### src/rtl/eng_sched_ctrl_pkg.sv
// Shared definitions for the encoding-engine job scheduler:
// engine geometry constants, the controller state enum and the
// job-configuration legality check.
package eng_pkg;

   localparam int W                = 8;   // GF symbol width, kept for consistency with the engine
   localparam int K_MAX            = 8;   // maximum data packets per stripe
   localparam int BM_MULT_UNIT_NUM = 8;   // bitmatrix multiply units in the engine
   localparam int BMU_BM_MUX_SEL_W = 3;   // clog2(K_MAX)
   localparam int STRIPE_CNT_W     = 16;  // stripe counter width
   localparam int BMU_IDX_W        = $clog2(BM_MULT_UNIT_NUM);

   typedef enum logic [2:0] {
      IDLE,
      CFG,
      RUN,
      DRAIN,
      DONE,
      ABORT
   } eng_state_t;

   // A job is legal when 1 <= k <= K_MAX and at least one stripe is requested.
   function automatic logic cfg_legal(input logic [BMU_BM_MUX_SEL_W:0] k,
                                      input logic [STRIPE_CNT_W-1:0]   stripes);
      return (k != '0) && (k <= (BMU_BM_MUX_SEL_W+1)'(K_MAX)) && (stripes != '0);
   endfunction

endpackage

### src/rtl/eng_sched_ctrl_if.sv
// Engine/outbuf side of the scheduler. The controller (master) drives the
// engine control inputs; the engine model (slave) drives the status signals.
// Handshake: eng_data_used and outbuf_eng_wr_ack are single-cycle event
// strobes, each high cycle counts exactly one stripe; cntrl_eng_calc_en is
// the only flow-control signal back to the engine and already folds in
// outbuf_eng_full.
interface eng_sched_ctrl_if;
   import eng_pkg::*;

   logic                                                eng_data_used;
   logic                                                eng_pl_empty;
   logic                                                eng_outbuf_wr_req;
   logic                                                outbuf_eng_wr_ack;
   logic                                                outbuf_eng_full;
   logic                                                cntrl_eng_calc_en;
   logic                                                eng_rstn;
   logic [0:BM_MULT_UNIT_NUM-1][BMU_BM_MUX_SEL_W-1:0]   bmu_bm_mux_sel_reg_arr;

   modport master (
      input  eng_data_used,
      input  eng_pl_empty,
      input  eng_outbuf_wr_req,
      input  outbuf_eng_wr_ack,
      input  outbuf_eng_full,
      output cntrl_eng_calc_en,
      output eng_rstn,
      output bmu_bm_mux_sel_reg_arr
   );

   modport slave (
      output eng_data_used,
      output eng_pl_empty,
      output eng_outbuf_wr_req,
      output outbuf_eng_wr_ack,
      output outbuf_eng_full,
      input  cntrl_eng_calc_en,
      input  eng_rstn,
      input  bmu_bm_mux_sel_reg_arr
   );

endinterface

### src/rtl/eng_sched_sel_gen.sv
// CFG-phase sequencer: writes one BMU column select per cycle,
// sel[i] = i mod k, using a wrapping counter instead of a divider.
module eng_sched_sel_gen
   import eng_pkg::*;
(
   input  logic                                              clk,
   input  logic                                              rst,
   input  logic                                              load,
   input  logic                                              en,
   input  logic [BMU_BM_MUX_SEL_W:0]                         k,
   output logic [0:BM_MULT_UNIT_NUM-1][BMU_BM_MUX_SEL_W-1:0] sel_arr,
   output logic                                              last
);

   logic [BMU_IDX_W-1:0]        idx;
   logic [BMU_BM_MUX_SEL_W-1:0] mod_cnt;
   logic [BMU_BM_MUX_SEL_W:0]   k_m1;

   assign k_m1 = k - 1'b1;
   assign last = en && (idx == BMU_IDX_W'(BM_MULT_UNIT_NUM-1));

   // Walk the BMU index and the modulo counter together while enabled.
   always_ff @(posedge clk) begin
      if (rst) begin
         idx     <= '0;
         mod_cnt <= '0;
         sel_arr <= '0;
      end else if (load) begin
         idx     <= '0;
         mod_cnt <= '0;
      end else if (en) begin
         sel_arr[idx] <= mod_cnt;
         idx          <= idx + 1'b1;
         mod_cnt      <= ({1'b0, mod_cnt} == k_m1) ? '0 : mod_cnt + 1'b1;
      end
   end

endmodule

### src/rtl/eng_sched_ctrl.sv
// Job-level controller for the encoding engine: programs BMU selects,
// soft-resets the engine, gates calc enable on outbuf backpressure and
// tracks consumed/acknowledged stripes until done, error or abort.
// Optional performance counters are built when ENG_SCHED_PERF_CNT_EN is defined.
module eng_sched_ctrl
   import eng_pkg::*;
(
   input  logic                    clk,
   input  logic                    rst,
   input  logic [BMU_BM_MUX_SEL_W:0] cfg_k,
   input  logic [STRIPE_CNT_W-1:0] cfg_stripes,
   input  logic                    job_start,
   input  logic                    job_abort,
   eng_sched_ctrl_if.master        eng,
   output logic                    job_busy,
   output logic                    job_done,
   output logic                    job_err,
   output logic [STRIPE_CNT_W-1:0] stripes_in_cnt,
   output logic [STRIPE_CNT_W-1:0] stripes_out_cnt,
`ifdef ENG_SCHED_PERF_CNT_EN
   output logic [31:0]             perf_stall_cnt,
   output logic [31:0]             perf_busy_cnt,
`endif
   output eng_state_t              state_dbg
);

   eng_state_t                  state, state_n;
   logic [BMU_BM_MUX_SEL_W:0]   k_q;
   logic [STRIPE_CNT_W-1:0]     stripes_q;
   logic                        abort_cnt;
   logic                        cfg_ok, start_ok, run_or_drain;
   logic                        proto_err, cnt_en, in_last, sel_last;
   logic [0:BM_MULT_UNIT_NUM-1][BMU_BM_MUX_SEL_W-1:0] sel_arr;

   assign cfg_ok       = cfg_legal(cfg_k, cfg_stripes);
   assign start_ok     = (state == IDLE) && job_start && cfg_ok;
   assign run_or_drain = (state == RUN) || (state == DRAIN);
   // Over-consumption, over-acknowledgement, or ack of a stripe never consumed.
   assign proto_err    = run_or_drain &&
                         ((eng.eng_data_used && (stripes_in_cnt == stripes_q)) ||
                          (eng.outbuf_eng_wr_ack &&
                           ((stripes_out_cnt == stripes_q) || (stripes_out_cnt == stripes_in_cnt))));
   assign cnt_en       = run_or_drain && !proto_err && !job_abort;
   assign in_last      = eng.eng_data_used && ((stripes_in_cnt + 1'b1) == stripes_q);

   assign eng.cntrl_eng_calc_en      = run_or_drain && !eng.outbuf_eng_full;
   assign eng.eng_rstn               = !((state == CFG) || (state == ABORT));
   assign eng.bmu_bm_mux_sel_reg_arr = sel_arr;
   assign job_busy                   = (state == CFG) || (state == RUN) || (state == DRAIN);
   assign job_done                   = (state == DONE);
   assign state_dbg                  = state;

   eng_sched_sel_gen u_sel_gen (
      .clk     (clk),
      .rst     (rst),
      .load    (start_ok),
      .en      (state == CFG),
      .k       (k_q),
      .sel_arr (sel_arr),
      .last    (sel_last)
   );

   // State register.
   always_ff @(posedge clk) begin
      if (rst) state <= IDLE;
      else     state <= state_n;
   end

   // Next-state: abort beats protocol errors, which beat normal progress.
   always_comb begin
      state_n = state;
      unique case (state)
         IDLE:    if (start_ok) state_n = CFG;
         CFG:     if (job_abort) state_n = ABORT;
                  else if (sel_last) state_n = RUN;
         RUN:     if (job_abort || proto_err) state_n = ABORT;
                  else if (in_last) state_n = DRAIN;
         DRAIN:   if (job_abort || proto_err) state_n = ABORT;
                  else if ((stripes_out_cnt == stripes_q) && eng.eng_pl_empty) state_n = DONE;
         DONE:    state_n = IDLE;
         ABORT:   if (abort_cnt) state_n = IDLE;
         default: state_n = IDLE;
      endcase
   end

   // ABORT holds the engine in reset for two cycles; the counter restarts on every entry.
   always_ff @(posedge clk) begin
      if (rst) abort_cnt <= 1'b0;
      else     abort_cnt <= (state == ABORT) ? ~abort_cnt : 1'b0;
   end

   // Job latch, stripe counters and registered error pulse.
   always_ff @(posedge clk) begin
      if (rst) begin
         k_q             <= '0;
         stripes_q       <= '0;
         stripes_in_cnt  <= '0;
         stripes_out_cnt <= '0;
         job_err         <= 1'b0;
      end else begin
         job_err <= ((state == IDLE) && job_start && !cfg_ok) || (proto_err && !job_abort);
         if (start_ok) begin
            k_q             <= cfg_k;
            stripes_q       <= cfg_stripes;
            stripes_in_cnt  <= '0;
            stripes_out_cnt <= '0;
         end else if (cnt_en) begin
            if (eng.eng_data_used)     stripes_in_cnt  <= stripes_in_cnt + 1'b1;
            if (eng.outbuf_eng_wr_ack) stripes_out_cnt <= stripes_out_cnt + 1'b1;
         end
      end
   end

`ifdef ENG_SCHED_PERF_CNT_EN
   // Saturating stall and busy cycle counters, cleared by a legal start.
   always_ff @(posedge clk) begin
      if (rst || start_ok) begin
         perf_stall_cnt <= '0;
         perf_busy_cnt  <= '0;
      end else begin
         if (run_or_drain && eng.outbuf_eng_full && (perf_stall_cnt != '1))
            perf_stall_cnt <= perf_stall_cnt + 1'b1;
         if (job_busy && (perf_busy_cnt != '1))
            perf_busy_cnt <= perf_busy_cnt + 1'b1;
      end
   end
`endif

endmodule

### src/flat_wrapper.sv
// flat-port wrapper written by rule: the top's interface ports become plain ports
module eng_sched_ctrl_flat import eng_pkg::*;
  (clk, rst, cfg_k, cfg_stripes, job_start, job_abort, job_busy, job_done, job_err, stripes_in_cnt, stripes_out_cnt, state_dbg, eng_eng_data_used, eng_eng_pl_empty, eng_eng_outbuf_wr_req, eng_outbuf_eng_wr_ack, eng_outbuf_eng_full, eng_cntrl_eng_calc_en, eng_eng_rstn, eng_bmu_bm_mux_sel_reg_arr);
  eng_sched_ctrl_if eng_i ();
  input  logic clk;
  input  logic rst;
  input  logic [BMU_BM_MUX_SEL_W:0] cfg_k;
  input  logic [STRIPE_CNT_W-1:0] cfg_stripes;
  input  logic job_start;
  input  logic job_abort;
  output logic job_busy;
  output logic job_done;
  output logic job_err;
  output logic [STRIPE_CNT_W-1:0] stripes_in_cnt;
  output logic [STRIPE_CNT_W-1:0] stripes_out_cnt;
  output eng_state_t state_dbg;
  input wire logic [$bits(eng_i.eng_data_used)-1:0] eng_eng_data_used;
  input wire logic [$bits(eng_i.eng_pl_empty)-1:0] eng_eng_pl_empty;
  input wire logic [$bits(eng_i.eng_outbuf_wr_req)-1:0] eng_eng_outbuf_wr_req;
  input wire logic [$bits(eng_i.outbuf_eng_wr_ack)-1:0] eng_outbuf_eng_wr_ack;
  input wire logic [$bits(eng_i.outbuf_eng_full)-1:0] eng_outbuf_eng_full;
  output wire logic [$bits(eng_i.cntrl_eng_calc_en)-1:0] eng_cntrl_eng_calc_en;
  output wire logic [$bits(eng_i.eng_rstn)-1:0] eng_eng_rstn;
  output wire logic [$bits(eng_i.bmu_bm_mux_sel_reg_arr)-1:0] eng_bmu_bm_mux_sel_reg_arr;
  assign eng_i.eng_data_used = eng_eng_data_used;
  assign eng_i.eng_pl_empty = eng_eng_pl_empty;
  assign eng_i.eng_outbuf_wr_req = eng_eng_outbuf_wr_req;
  assign eng_i.outbuf_eng_wr_ack = eng_outbuf_eng_wr_ack;
  assign eng_i.outbuf_eng_full = eng_outbuf_eng_full;
  assign eng_cntrl_eng_calc_en = eng_i.cntrl_eng_calc_en;
  assign eng_eng_rstn = eng_i.eng_rstn;
  assign eng_bmu_bm_mux_sel_reg_arr = eng_i.bmu_bm_mux_sel_reg_arr;
  eng_sched_ctrl u_core (.clk(clk), .rst(rst), .cfg_k(cfg_k), .cfg_stripes(cfg_stripes), .job_start(job_start), .job_abort(job_abort), .eng(eng_i), .job_busy(job_busy), .job_done(job_done), .job_err(job_err), .stripes_in_cnt(stripes_in_cnt), .stripes_out_cnt(stripes_out_cnt), .state_dbg(state_dbg));
endmodule
### config.mk
export PLATFORM = sky130hd
export DESIGN_NAME = eng_sched_ctrl_flat
export DESIGN_NICKNAME = d
export VERILOG_FILES = /design/src/rtl/eng_sched_ctrl_pkg.sv /design/src/rtl/eng_sched_ctrl_if.sv /design/src/rtl/eng_sched_sel_gen.sv /design/src/rtl/eng_sched_ctrl.sv /design/src/flat_wrapper.sv
export SDC_FILE = /design/constraint.sdc
export NUM_CORES = 1
export LEC_CHECK = 0
export CAP_MARGIN = 20
export CORE_AREA = 2 2 104 106
export DETAILED_ROUTE_END_ITERATION = 8
export DIE_AREA = 0 0 106 108
export PLACE_DENSITY = 0.86
export RECOVER_POWER = 100
export SKIP_LAST_GASP = 1
export SYNTH_ARGS = -nofsm -noshare
export SYNTH_HDL_FRONTEND = slang
export SYNTH_SLANG_ARGS = --single-unit
export TNS_END_PERCENT = 1
### constraint.sdc
create_clock -name clk -period 2.4 [get_ports clk]
set_input_delay 0.36 -clock clk [delete_from_list [all_inputs] [get_ports clk]]
set_output_delay 0.36 -clock clk [all_outputs]
set_load 0.01 [all_outputs]
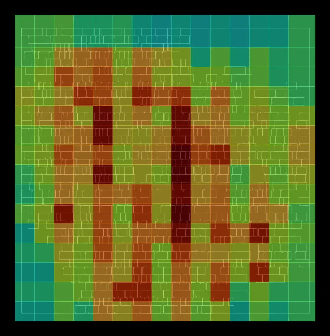
(images/congestion_map.png)
Tot GR Track Use: 0.264
wire per inst: 17.4 um
grt met3 use: 0.0446
global route hottest layer: met2
met1 GRT Util: 0.341

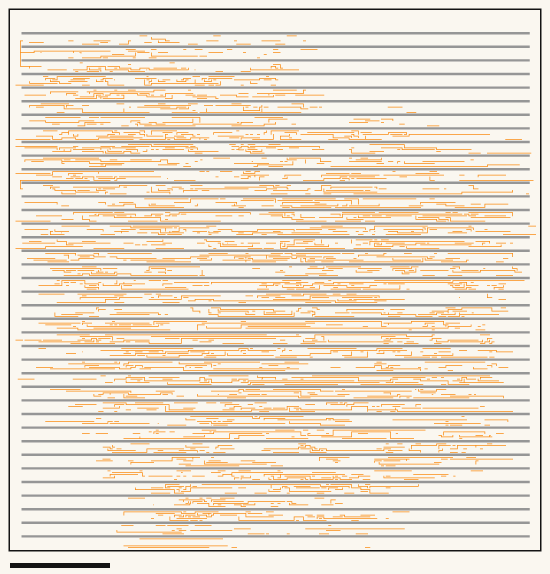
(images/m1.png)
Bar = 20 um. Supply wires on this layer in gray.
The wires run mostly horizontal. 691 nets have wire on it.
via count: 4,786
DRT Wirelength: 14,800 um

==> results.txt <==
flow finished, numbers: Mapped Area=between 4000 and 5000 um^2, yosys cell count=roughly 570, Die Size=around 11,000 um^2, post-synthesis sequential area ratio=0.366, Psw=around 1.2 mW, fin. max-slew vios=0, Relative slew margins=0.335, CTS tree=done, worst path cell trace=buf_4 > nand2b_1 > nand3_1 > or3_1 > o41a_1 > o211ai_1 > a31oi_2 > o41ai_2, P&R area growth vs syn=36.7%, DR pass1 iterations=5, post-synth top area share=0.366, Worst-path clk slew=0.11 ns, class of the most critical setup path=flop to flop, CTS Root Cell=clkbuf_8, maximum vdd drop=roughly 0.33 mV, clock buffer depth=2, Yosys reg bits=87, Post-Synthesis Cells=between 500 and 600, Critical-path top delay cell=o41a_1, GRT overflow=0, Crit path largest cell delay=0.48 ns, die height=roughly 110 um, Hold Path End=u_core.u_sel_gen.sel_arr[9], most numerous logic cell after layout=dfxtp_1, CTS H-Tree Depth=3, Comb pwr share=0.252, Peak Freq=~0.42 GHz, number of CTS-inserted buffers=9, Cell Type Count=53, DR iter-0 viols=292, crit path max fanout=5, vias in the first global route=approximately 4,700, Worst setup EP type=flop, floorplan core density=0.465, synth warn=0, Hold Path Class=flop to flop, final instance area=6500 um^2, most frequent cells in the layout=79 x dfxtp_1, 64 x buf_4, 57 x nor2_1, 56 x dlygate4sd3_1, 54 x xnor2_1, Remaining DRCs=0, status=finished clean, switching part of the total power=0.348, Tot Pwr=~3.6 mW, largest net degree at the start of global routing=37, Worst EP required=2.68 ns, RR Startpoint=u_core.stripes_in_cnt[7], slack of the critical path=0.0464 ns, met2 usage=0.451, clock sinks=87, FP Rows=37, RR Endpoint=u_core.state_dbg[0], port bufs=91, clock network power share=0.296, initial antenna violation count=0, final-stage net count=745, Post-DP Area=6270 um^2, max cap viols=0, clock skew=0.0122 ns, Worst Reg-to-Reg Cells=8, cell internal pwr=2.33 mW, Core Box Area=10,200 um^2, ANT nets after route=0, # diodes=0, Die Wd=106 um, Final Cycle Share=0.981, yosys stat chip area=between 4000 and 5000 um^2, Sequential Power Share=0.452, worst slack at placement=-0.0545 ns, HP Start=u_core.u_sel_gen.sel_arr[9], Critical Path AT=approximately 2.6 ns, EDFF count, synth=0, Synth area leader=dfxtp_1, RSZ-0062 raised after global routing=true, share of layout cells above drive strength 1=0.150, endpoints failing hold=0, gpl congestion=0.968, PD cells=about 550 nW/um^2, mean post-synth cell area=8.35 um^2, hpwl dp=11,300 um, Commonest flop=dfxtp_1, Setup crit start kind=flop, Leakage=2.65 nW, setup slack, reg-to-reg=0.05 ns, Slew @ Worst Pin=about 1 ns, I/O pins=93, final core occ=0.635, post-synthesis async set-or-reset flop share=0, CTS Hold Buffers Added=0, hold-critical path depth=2, worst skew pair latency=0.37 ns, tool warnings=28, top cells, area=dfxtp_1 37%, xnor2_1 10%, mux2i_1 7.8%, nor2_1 4.5%, a21oi_1 4.4%, min Tclk post-route=around 2.4 ns, final setup vio count=0, via/cell ratio=5.62, syn_nets=604, global-route wire length before repair=23,900 um
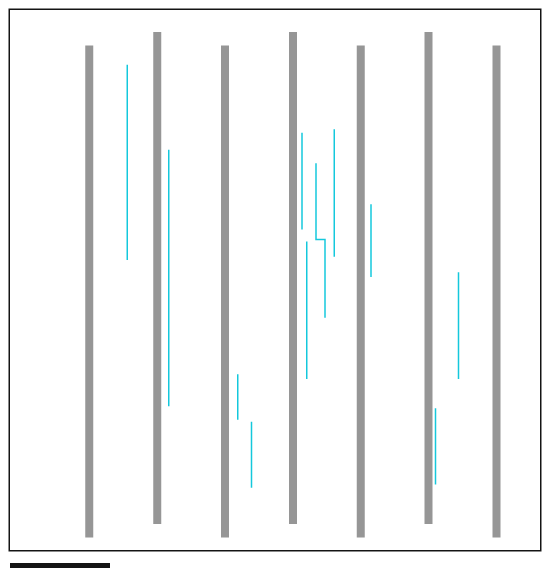
(images/m4.png)
Bar = 20 um. Supply wires on this layer in gray.
The layer holds 1.8% of the routed length. 9 nets have wire on it. The longest straight run is 51.0 um. The wires run mostly vertical.

how the worst max path moves through the flow:
stage	start	to	slack [ns]	cells past startpoint
floorplan	u_core.stripes_in_cnt[0]	u_core.state_dbg[0]	0.001	9
global placement	eng_eng_data_used	u_core.stripes_in_cnt[1]	-0.006	8
detailed placement	eng_eng_data_used	u_core.state_dbg[0]	-0.05	7
CTS	u_core.stripes_in_cnt[0]	u_core.state_dbg[0]	0.008	10
global route	u_core.stripes_out_cnt[13]	u_core.stripes_in_cnt[14]	-0.05	10
finish	u_core.stripes_in_cnt[7]	u_core.state_dbg[0]	0.05	8
routing by layer:
metal	part of all wire	up-vias
met4	0.018	0
met5	0	-
met1	0.43	2277
met2	0.48	191
li1	-	2292
met3	0.068	26
final cells by class:
class                           instances  area, um^2
Timing Repair Buffer                  173        1530
Clock inverter                          7        75.1
Sequential cell                        87        1750
Multi-Input combinational cell        431        2820
Clock buffer                            9         124
Tap cell                              136         170
Inverter                                8        30.0
Fill cell                             869        3730
registers in the layout, summed over array words and instances, names as in the netlist:
signal	flops
u_core.stripes_out_cnt	16
u_core.stripes_in_cnt	16
u_core.u_sel_gen.idx	3
u_core.abort_cnt	1
u_core.u_sel_gen.mod_cnt	3
u_core.job_err	1
u_core.u_sel_gen.sel_arr	24
u_core.state_dbg	3
u_core.k_q	4
u_core.stripes_q	16
stage by stage:
stage	hold slack (ns)	TNS, ns	instances
2_1_floorplan	0.448	0	569
3_5_place_dp	0.454	-0.186	831
3_3_place_gp	0.447	-0.00566	831
6_report	0.467	0	851
5_1_grt	0.495	-0.395	851
4_1_cts	0.470	0	847
Yosys cell counts, types with 4 or more instances:
| master | number |
|---|---|
| nor3_1 | 5 |
| ha_1 | 6 |
| xnor2_1 | 55 |
| nand4_1 | 24 |
| nor4_1 | 9 |
| buf_2 | 10 |
| and3_1 | 8 |
| a21oi_1 | 42 |
| o21ai_0 | 26 |
| nand2_1 | 39 |
| nand2b_1 | 8 |
| inv_1 | 7 |
| clkbuf_1 | 24 |
| or3_1 | 28 |
| buf_1 | 4 |
| xor2_1 | 13 |
| nor2_1 | 57 |
| mux2i_1 | 37 |
| dfxtp_1 | 87 |
| nand3_1 | 27 |
power groups by stage:
stage,Combinational [mW],Clock (mW),Sequential [mW]
global placement,0.879,0,1.64
CTS,0.926,1.06,1.61
global route,0.987,1.12,1.62
detailed placement,0.911,0,1.65
finish,0.902,1.06,1.62
floorplan,0.535,0,1.62
repair_timing:
action / 4_1_cts / 5_1_grt
cloned: 0 / 1
resized: 1 / 14
endpoints found under the hold margin: 0 / 0
buffers inserted: 0 / 3
setup endpoints to repair: 1 / 25
pin swaps: 2 / 7
cell families after synthesis:
family	synth area share
muxes	0.0779
buffers and inverters	0.0508
adders and majority gates	0.0158
and+or+nand+nor	0.248
xor gates and xnor gates	0.125
DFF	0.366
AOI/OAI and AO/OA	0.115
worst max-delay path: cells and delay by family, from the launching register on:
family | cells | cell delay, ns
AND/OR/NAND/NOR | 3 | 0.69
buffers and inverters | 1 | 0.16
AND-OR/OR-AND | 4 | 1.07
flip-flops | 1 | 0.36
No activity file was given, so power comes from the tool's default toggle rates.
